==> config.mk <==
export PLATFORM = sky130hd
export DESIGN_NAME = dmem_mc
export DESIGN_NICKNAME = d
export VERILOG_FILES = /design/src/rtl/dmem_pkg.sv /design/src/rtl/dmem_array.sv /design/src/rtl/dmem_mc.sv
export SDC_FILE = /design/constraint.sdc
export NUM_CORES = 2
export LEC_CHECK = 0
export ABC_CLOCK_PERIOD_IN_PS = 4700
export CAP_MARGIN = 25
export CELL_PAD_IN_SITES_DETAIL_PLACEMENT = 2
export CELL_PAD_IN_SITES_GLOBAL_PLACEMENT = 2
export CORE_UTILIZATION = 25
export DETAILED_ROUTE_END_ITERATION = 16
export PLACE_DENSITY_LB_ADDON = 0.1
export SKIP_CTS_REPAIR_TIMING = 1
export SLEW_MARGIN = 0
export SYNTH_ARGS = -nofsm -noshare
export SYNTH_HDL_FRONTEND = slang
export SYNTH_HIERARCHICAL = 1
export SYNTH_SLANG_ARGS = --single-unit
==> constraint.sdc <==
create_clock -name clk -period 4.7 [get_ports clk]
set_clock_uncertainty 0.15 [all_clocks]
set_input_delay 0.47 -clock clk [delete_from_list [all_inputs] [get_ports clk]]
set_output_delay 0.47 -clock clk [all_outputs]
set_load 0.01 [all_outputs]
### Routed clock nets over the placement

Scale bar: 200 µm.
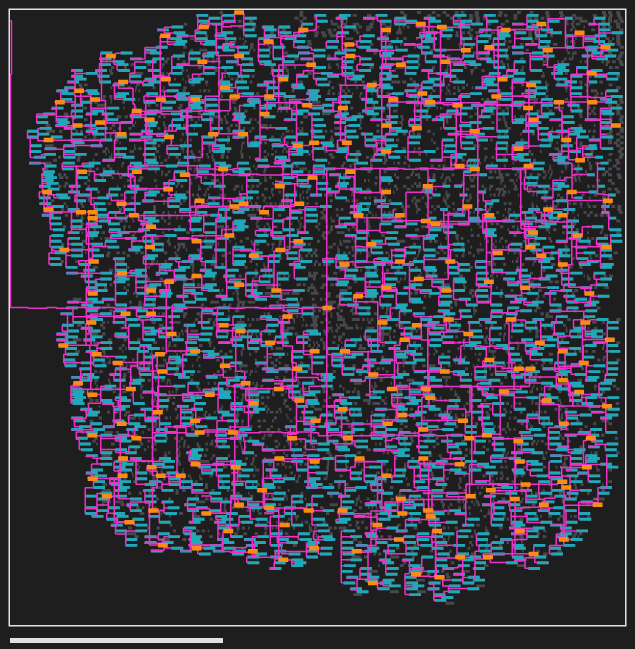
[clock-net drivers] orange | count: 266
[flip-flops] cyan | count: 2154
[clock wires] magenta | length: 32.6 mm
routed clock nets	267
flops lie	all over the die
Clock Latency Late Sink: 890 ps
Clk. pwr: 20000 µW
Clock Power Share: 43.9%

### Cell placement

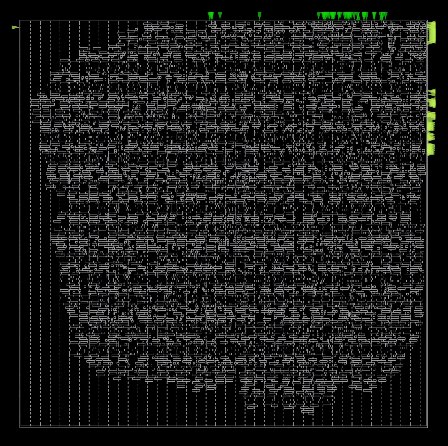
fillcell total: 33600
Flops: 2154
final core occ: 31.0%
Core Box Area: 330000 µm²
sequential share of cell area: 62.9%

### Register map, names as in the netlist

Scale bar: 200 µm. Other sequential cells in the stronger gray, the rest of the logic in the fainter gray.
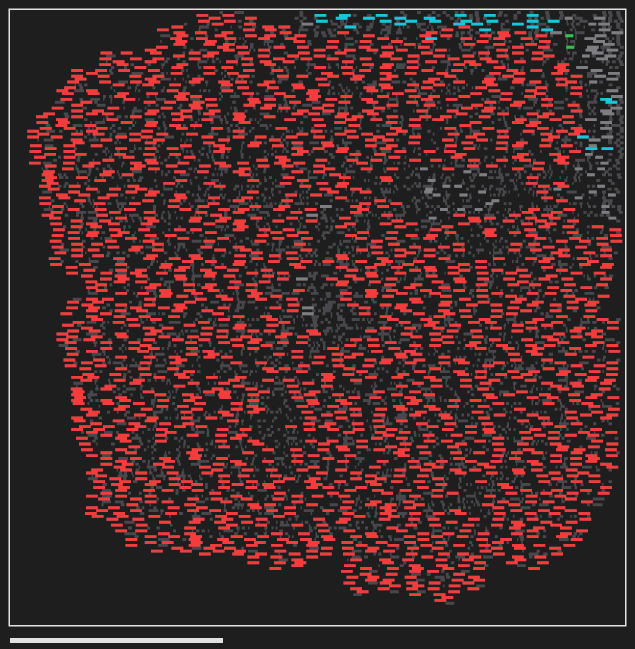
name in the netlist	color	flops
`u_array/mem_q`	red	2048
`cnt_q`	green	2
`wd_q`	cyan	32
Seq. pwr: 21500 µW
storage element area: 64300 µm²

### Wiring heat map

The die is cut into 29 by 29 equal tiles; dark blue is low, red is high, scaled to the fullest tile. Values are wire area over tile area, all layers added.
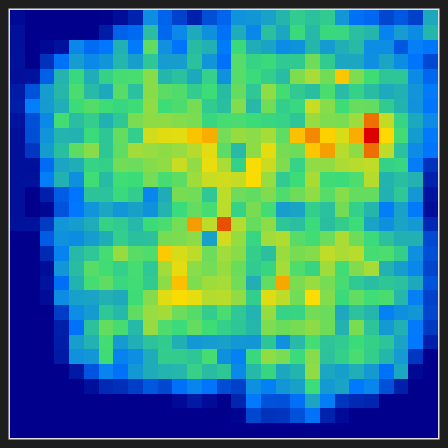
densest ninth of the die	center
emptiest ninth of the die	south-west
nearly empty tiles	14%
tiles over half the peak	30%
vias after detailed routing: 52400
Routed WL: 363000 µm
Avg WL per Cell: 35.6 µm

==> notes.md <==
fresh numbers from the pnr run: Most Crowded Layer GR met2, drt first-iter violations ~4700, inverters 10, met2 Track Usage GR 35.2%, Non-CTS buffers 797, Comb gates 2399, Yosys warnings 6, first-pass GRT wire length 492000 µm, Die Span X 578 µm, Worst Reg-to-Reg Cells 13, Residual DRC 0, GR Overflow Total 0, pin count of the biggest net entering global routing between 60 and 70, clk tree area frac 8.07%, Switching Share 25.0%, number of global-route vias before repair 54600, Syn-to-layout area delta 23.3%, Crit path depth 13, vias per cell 5.13, most frequent CP cell buf_4, Comb group 4030 µW, Pwr top sequential cells, critical path class flip-flop to flip-flop, Num CTS Buffers between 200 and 300, CP Data Required Time 5350 ps, fp_density 25.1%, Compound Share, Synth 11.8%, cell count after synthesis around 5000, logic area 16900 µm², Adder Share, Synth 0.0151%, Max-area cell class registers, Worst Path Max Fanout 29, Crit path largest cell delay 590 ps, RSZ-0062 raised after global routing no, CLK BUF 348, outcome completed, Root Driver clkbuf_16, Clock Sinks 2154, Leak 0.0324 µW, Largest register FFs a little over 2000, post-synthesis sequential area ratio a little under 80%, Comb/total area 16.6%, sw power roughly 11000 µW, Yosys top cell by instances edfxtp_1, fin nets 5700, non-clk buf share 7.03%, syn_area_per_cell 16.7 µm², die area 334000 µm², Clock H-tree levels 5, Largest logic family AND-OR/OR-AND gates, Final setup viols 0, post-synth top area cell edfxtp_1, Worst Hold Class input pin to flip-flop, Max transition margin 22.1%, Crit-path slowest cell nor3_1, Critical Path Start Type flip-flop, initial antenna violation count 50, PortBufs 105, synth cell count leaders 2116 x edfxtp_1, 528 x nor2_1, 500 x a221oi_1, CTS Buffer Depth 4, GR Layer Usage met1 30.1%, Final Hold Violation Tally 0, Hold Crit Depth 1, crit path DAT 5190 ps, Seq pwr share between 40% and 50%, Site Rows 211, slew at the pin with the worst max-slew slack 1170 ps, CTS tree built, cycle use final 96.4%, tool warning count 28, met3 Use GR 2.56%, Pint 34100 µW, Synth Area in XOR/XNOR 0%, share of layout cells above drive strength 1 20.6%, Synth area leaders edfxtp_1 77%, a221oi_1 5.3%, a22oi_1 2.6%, tap cells between 4000 and 5000, Top FF cell, synth edfxtp_1, reg-to-reg slack, setup 170 ps, CP top delay family simple AND/OR/NAND/NOR gates, synth unique cells 61, Yosys Chip Area 82800 µm², Post-DP Area 93400 µm², yosys cell count 4958, GR Util All Layers roughly 21%
[through the flow]
stage / setup slack [ps] / instances / utilization (%) / power [µW] / hold WS, ps
after CTS: 45.5 / 10100 / 30.8 / 46000 / -87.8
after detailed placement: 26.5 / 9673 / 28.3 / 25900 / 349
after global routing: 21.5 / 10200 / 31.0 / 46800 / 2.18
after global placement: -68.8 / 9669 / 28.3 / 25900 / 324
after floorplan: 54.4 / 4958 / - / 23500 / 311
final: 167 / 10200 / 31.0 / 45400 / 37.5
[worst register-to-register path, cell delays in order, from the launching register on]
cell	delay, ps
edfxtp_1	560
buf_4	270
and2_4	540
buf_12	320
a221oi_1	140
nor3_1	590
nor4_1	100
and4_1	190
nand3_1	310
buf_4	260
mux2i_1	110
or4_1	450
a21o_4	310
a31oi_2	160
[per-layer routing]
metal  routed length, µm  vias up
met5                   7        -
met4                8700        2
met3               15900      376
met2              172000     1424
met1              167000    28800
li1                    -    21800
[cells in the final DEF, fill, tap and decap left out, drive strengths merged, types with 13 or more instances in the layout]
cell type | Yosys | final
clkdlybuf4s50 | 0 | 105
a21oi | 85 | 85
inv | 9 | 19
nor2 | 530 | 530
o21ai | 138 | 138
mux2 | 95 | 95
a221oi | 500 | 500
edfxtp | 2116 | 2116
a21o | 22 | 22
o32ai | 17 | 17
clkinv | 1 | 95
nand4 | 18 | 18
dlygate4sd3 | 0 | 52
a211o | 13 | 13
o221ai | 20 | 20
nor2b | 14 | 14
or3 | 17 | 17
clkbuf | 178 | 348
mux4 | 42 | 42
a31oi | 15 | 15
o22a | 14 | 14
nand3 | 37 | 37
o22ai | 135 | 135
buf | 217 | 640
a22oi | 291 | 291
nor3 | 61 | 61
nand2 | 110 | 110
dfxtp | 38 | 38
mux2i | 109 | 109
bufinv | 0 | 15
Power is estimated from default activity; no workload was simulated.
